--- src/rtl/fetch_pkg.sv ---
// Shared types and constants for the instruction fetch stage.
//   fetch_state_t : fetch FSM states
//   PC_STEP       : byte increment between sequential instruction words
package fetch_pkg;

  typedef enum logic [1:0] {
    FS_IDLE,
    FS_WAIT,
    FS_DISCARD
  } fetch_state_t;

  localparam int unsigned PC_STEP = 4;

endpackage

--- src/rtl/fetch_fifo.sv ---
// Synchronous prefetch FIFO with flush.
//   clk, rst : clock, synchronous active-high reset
//   push     : write wdata (ignored when full)
//   pop      : drop head entry (ignored when empty)
//   flush    : empty the FIFO; overrides push and pop
//   wdata    : entry to write
//   rdata    : head entry, reads 0 when empty
//   empty, full, count : occupancy status
module fetch_fifo #(
  parameter int unsigned WIDTH = 64,
  parameter int unsigned DEPTH = 2
) (
  input  logic                         clk,
  input  logic                         rst,
  input  logic                         push,
  input  logic                         pop,
  input  logic                         flush,
  input  logic [WIDTH-1:0]             wdata,
  output logic [WIDTH-1:0]             rdata,
  output logic                         empty,
  output logic                         full,
  output logic [$clog2(DEPTH+1)-1:0]   count
);

  localparam int unsigned AddrW = (DEPTH > 1) ? $clog2(DEPTH) : 1;
  localparam int unsigned CntW  = $clog2(DEPTH + 1);

  logic [WIDTH-1:0] mem_q [DEPTH];
  logic [AddrW-1:0] wr_ptr_q, rd_ptr_q;
  logic [CntW-1:0]  count_q;
  logic             do_push, do_pop;

  assign empty   = (count_q == '0);
  assign full    = (count_q == CntW'(DEPTH));
  assign count   = count_q;
  assign do_push = push && !full && !flush;
  assign do_pop  = pop && !empty && !flush;
  assign rdata   = empty ? '0 : mem_q[rd_ptr_q];

  // DEPTH is a power of two, so the pointers wrap naturally.
  always_ff @(posedge clk) begin
    if (rst || flush) begin
      wr_ptr_q <= '0;
      rd_ptr_q <= '0;
      count_q  <= '0;
    end else begin
      if (do_push) wr_ptr_q <= wr_ptr_q + 1'b1;
      if (do_pop)  rd_ptr_q <= rd_ptr_q + 1'b1;
      count_q <= count_q + CntW'(do_push) - CntW'(do_pop);
    end
  end

  always_ff @(posedge clk) begin
    if (do_push) mem_q[wr_ptr_q] <= wdata;
  end

endmodule

--- src/rtl/fetch_unit.sv ---
// Instruction fetch stage: word-aligned PC stream, single-outstanding memory
// reads, prefetch FIFO towards the decoder, and redirect with flush.
//   clk, rst            : clock, synchronous active-high reset
//   imem_req/imem_addr  : one-cycle read request and its word address
//   imem_rvalid/rdata   : read response
//   redirect_valid/pc   : load new PC and flush buffered/in-flight words
//   instr_valid/instr/instr_pc : FIFO head presented to the decoder
//   next_instr          : decoder consumes the head this cycle
module fetch_unit
  import fetch_pkg::*;
#(
  parameter int unsigned           BUS_WIDTH  = 32,
  parameter int unsigned           PC_WIDTH   = 32,
  parameter logic [PC_WIDTH-1:0]   RESET_PC   = '0,
  parameter int unsigned           FIFO_DEPTH = 2
) (
  input  logic                 clk,
  input  logic                 rst,
  output logic                 imem_req,
  output logic [PC_WIDTH-1:0]  imem_addr,
  input  logic                 imem_rvalid,
  input  logic [BUS_WIDTH-1:0] imem_rdata,
  input  logic                 redirect_valid,
  input  logic [PC_WIDTH-1:0]  redirect_pc,
  output logic                 instr_valid,
  output logic [BUS_WIDTH-1:0] instr,
  output logic [PC_WIDTH-1:0]  instr_pc,
  input  logic                 next_instr
);

  localparam int unsigned EntryW = PC_WIDTH + BUS_WIDTH;
  localparam int unsigned CntW   = $clog2(FIFO_DEPTH + 1);

  fetch_state_t        state_q, state_d;
  logic [PC_WIDTH-1:0] pc_q, pc_d;
  logic                push, pop;
  logic [EntryW-1:0]   head;
  logic                fifo_empty, fifo_full;
  logic [CntW-1:0]     fifo_count;

  always_ff @(posedge clk) begin
    if (rst) begin
      state_q <= FS_IDLE;
      pc_q    <= RESET_PC;
    end else begin
      state_q <= state_d;
      pc_q    <= pc_d;
    end
  end

  always_comb begin
    state_d  = state_q;
    pc_d     = pc_q;
    push     = 1'b0;
    imem_req = 1'b0;
    unique case (state_q)
      FS_IDLE: begin
        if (fifo_count < CntW'(FIFO_DEPTH)) begin
          imem_req = 1'b1;
          pc_d     = pc_q + PC_WIDTH'(PC_STEP);
          state_d  = FS_WAIT;
        end
      end
      FS_WAIT: begin
        if (imem_rvalid) begin
          push    = 1'b1;
          state_d = FS_IDLE;
        end
      end
      FS_DISCARD: begin
        if (imem_rvalid) state_d = FS_IDLE;
      end
      default: state_d = FS_IDLE;
    endcase
    if (redirect_valid) begin
      imem_req = 1'b0;
      push     = 1'b0;
      pc_d     = redirect_pc & ~PC_WIDTH'(3);
      // A fetch still in flight must have its response swallowed.
      if ((state_q == FS_WAIT || state_q == FS_DISCARD) && !imem_rvalid) begin
        state_d = FS_DISCARD;
      end else begin
        state_d = FS_IDLE;
      end
    end
    if (rst) imem_req = 1'b0;
  end

  assign imem_addr   = rst ? RESET_PC : pc_q;
  assign instr_valid = !fifo_empty && !rst;
  assign pop         = instr_valid && next_instr;
  assign instr_pc    = rst ? '0 : head[EntryW-1:BUS_WIDTH];
  assign instr       = rst ? '0 : head[BUS_WIDTH-1:0];

  // pc_q already advanced at issue, so the outstanding word sits one step back.
  fetch_fifo #(
    .WIDTH (EntryW),
    .DEPTH (FIFO_DEPTH)
  ) u_fifo (
    .clk   (clk),
    .rst   (rst),
    .push  (push),
    .pop   (pop),
    .flush (redirect_valid),
    .wdata ({pc_q - PC_WIDTH'(PC_STEP), imem_rdata}),
    .rdata (head),
    .empty (fifo_empty),
    .full  (fifo_full),
    .count (fifo_count)
  );

  // Issue requires a free slot, so a response always fits.
  always_ff @(posedge clk) begin
    if (!rst && push) assert (!fifo_full);
  end

endmodule

--- config.mk ---
export PLATFORM = sky130hd
export DESIGN_NAME = fetch_unit
export DESIGN_NICKNAME = d
export VERILOG_FILES = /design/src/rtl/fetch_pkg.sv /design/src/rtl/fetch_fifo.sv /design/src/rtl/fetch_unit.sv
export SDC_FILE = /design/constraint.sdc
export NUM_CORES = 1
export LEC_CHECK = 0
export ABC_AREA = 1
export CORE_MARGIN = 3
export CORE_UTILIZATION = 51
export DETAILED_ROUTE_END_ITERATION = 10
export PLACE_DENSITY = 0.78
export SETUP_SLACK_MARGIN = 0.5
export SYNTH_ARGS = -nofsm -noshare
export SYNTH_HDL_FRONTEND = slang
export SYNTH_HIERARCHICAL = 1
export SYNTH_SLANG_ARGS = --single-unit
--- constraint.sdc ---
create_clock -name clk -period 4.46 [get_ports clk]
set_input_delay 0.446 -clock clk [delete_from_list [all_inputs] [get_ports clk]]
set_output_delay 0.446 -clock clk [all_outputs]
set_load 0.01 [all_outputs]
==> qor.txt, run 1 <==
Biggest register = u_fifo/mem_q
MI comb cells = 779
Comb pwr = 383 uW
Routed Antenna Nets = 0
Crit path cell chain = nor2_4 -> buf_4 -> a21oi_1 -> inv_1 -> nor2_1 -> clkdlybuf4s50_1
Max-slew violations = 0
Placed Area = 10700 um^2
Outcome = finished, final reports clean
Met2 WL = 10.4 mm
Global-route wire length before repair = 33.9 mm
Logic share of the area = 32.4%
Port Buffer Count = 162
Crit Path Max Fanout = 29
Final Worst Setup Slack = 1.38 ns
RR Endpoint = u_fifo/count[1]
PD cells = 318 nW/um^2
CP Class = reg2out
Min-delay src = state_q[1]
Drt first pass iters = 5
Total power = 3590 uW
Finish-stage setup viols = 0
Antenna violations before repair = 0
Fin area = 11300 um^2
Critical Path Source Type = flip-flop
Final worst path period share = 69.0%
Fill cell count = 1406
VDD IR-drop max = 0.268 mV
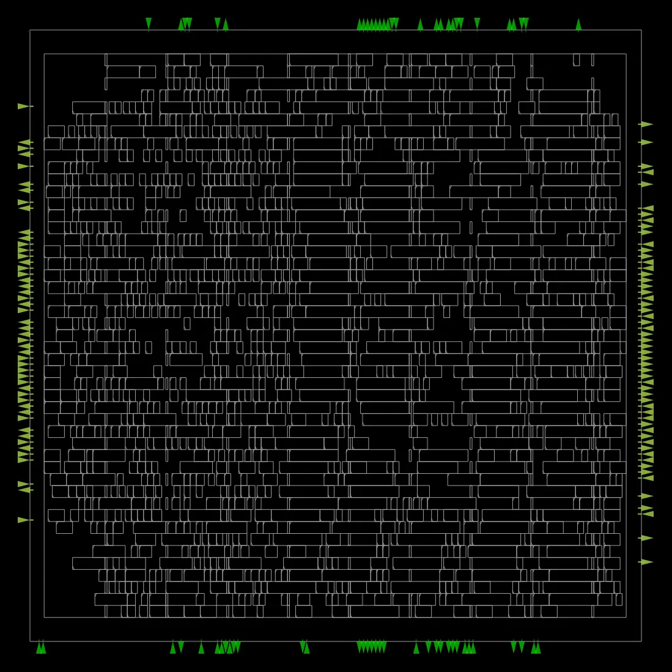
Run 1: cell outlines without signal wires
flop count: 165
final core occ: 66.9%
CORE AREA: 16900 um^2
Row Count: 47
num tapcells: 220

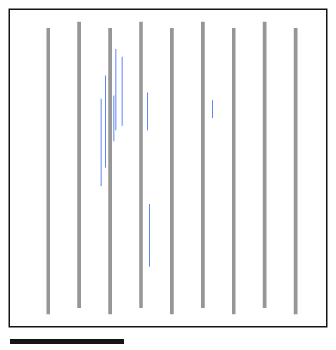
Run 1: met4 routing
Scale bar: 50 um. Supply wires on this layer in grey.
- nets with wire on the layer: 5
- main direction: vertical
- wire length on this layer: 214 um
DRT Wirelength: 21.0 mm
total vias in the final route: 7449

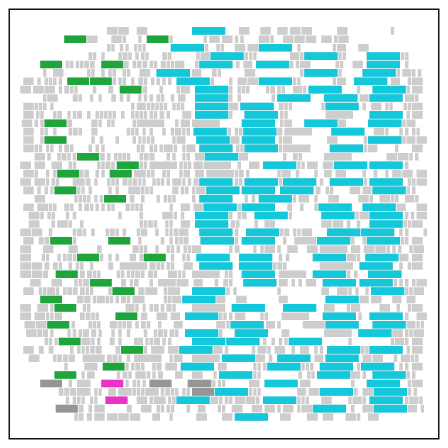
Run 1: sequential cells grouped by signal name
Other sequential cells in the stronger grey, the rest of the logic in the fainter grey.
- cyan: u_fifo/mem_q (placed flops 128)
- green: pc_q (placed flops 30; where a column on the left)
- magenta: u_fifo/count (placed flops 2)
- not coloured: 5
storage element area: 4590 um^2
sequential share of cell area: 40.6%
Seq group: 1750 uW

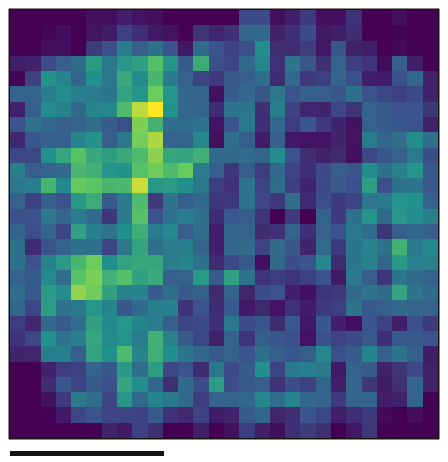
Run 1: routed metal per tile
Scale bar: 50 um. 28 x 28 tiles, from dark purple (low) to yellow (high), scaled to the fullest tile. Values are wire area over tile area, all layers added.
- fullest tile: 0.60
- tiles over half the peak: 13%
- mean over tiles: 0.17
- nearly empty tiles: 7.5%
- densest ninth of the die: middle left

==> inputs of run 2 (changes only) <==
- CORE_UTILIZATION: 51 -> 48
- PLACE_DENSITY: 0.78 -> 0.77
- clock period: 4.46 -> 2.81 ns (I/O delays scaled with it)
==> run 2 against run 1 <==
Register-to-register slack got worse by 1.5 ns; core utilization decreased by 2.6 points; cell area up 3.4%; largest cell class unchanged; highest routed layer unchanged.
==> qor.txt, run 2 <==
Num tapcells = 229
CORE AREA = 18100 um^2
Finish-stage setup viols = 0
Crit path cell chain = buf_12 -> buf_16 -> nand2_1 -> a21oi_2 -> inv_1 -> nor2_1 -> clkdlybuf4s50_1
Max power group = registers
Met3 Routed Length = 1.18 mm
Clock buf count = 18
Final worst path period share = 81.4%
Comb pwr = 613 uW
Fin area = 11700 um^2
Row Count = 49
Met2 WL = 10.7 mm
Biggest register = u_fifo/mem_q
Final Worst Setup Slack = 0.522 ns
Max-slew violations = 0
Fill cell count = 1510
Crit Path Max Fanout = 16
CTS H-Tree Depth = 4
Global-route wire length before repair = 34.8 mm
PD cells = 472 nW/um^2
CP Class = reg2out
Tool warnings = 32
Sw Ratio = 25.5%
Routed Antenna Nets = 0
WHS Path Cells = 1
GRT Max-Usage Layer = met2
Outcome = finished, final reports clean
Port Buffer Count = 162
Placed Area = 10800 um^2
Layout cells sized above 1 = 10.6%
Slew @ Worst Pin = 0.741 ns
Seq pwr share = 50.3%
Die Wd = 143 um
Placer Congestion = 0.864
Min-delay src = imem_rdata[28]
Flop count = 165
DRC Markers = 0
MI comb cells = 779
Logic share of the area = 31.3%
Cells after DPL = 1475
Drt first pass iters = 7
VDD IR-drop max = 0.332 mV
Antenna violations before repair = 0
Most frequent cells in the layout = nand2_1 (330), nor2_1 (222), edfxtp_1 (128)
Non-clock buffer share = 17.9%
Critical Path Source Type = flip-flop
RR Endpoint = u_fifo/count[1]
Total power = 5510 uW
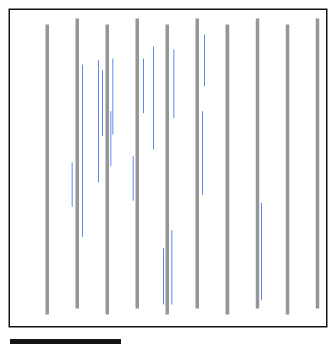
Run 2: met4 routing
Scale bar: 50 um. Supply wires on this layer in grey.
total vias in the final route: 7492
DRT Wirelength: 22.0 mm

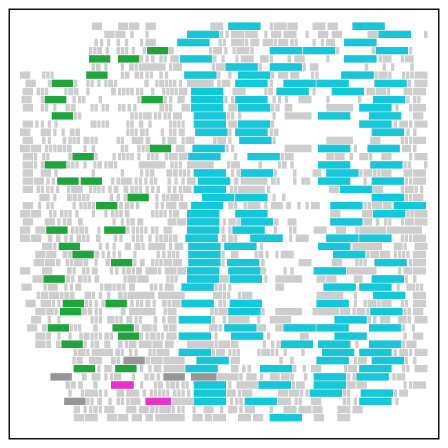
Run 2: sequential cells grouped by signal name
Other sequential cells in the stronger grey, the rest of the logic in the fainter grey.
- magenta: u_fifo/count (placed flops 2)
- cyan: u_fifo/mem_q (placed flops 128)
- green: pc_q (placed flops 30; where a column on the left)
- not coloured: 5
storage element area: 4590 um^2
Seq group: 2770 uW
final core occ: 64.3%
sequential share of cell area: 39.3%

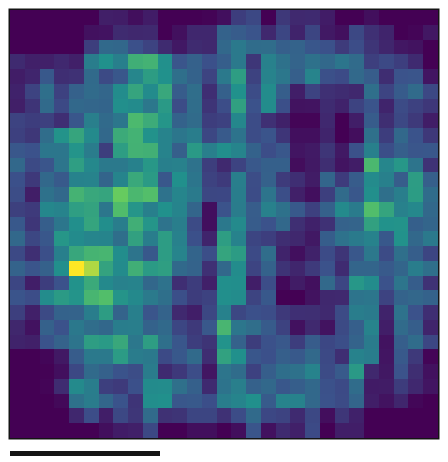
Run 2: routed metal per tile
Scale bar: 50 um. 29 x 29 tiles, from dark purple (low) to yellow (high), scaled to the fullest tile. Values are wire area over tile area, all layers added.
- densest ninth of the die: middle left
- fullest tile: 0.64
- emptiest ninth of the die: upper right
- tiles over half the peak: 10%
detailed-route wire length per cell: 14.5 um
total track usage: 21.4%

Power is estimated from default activity; no workload was simulated.
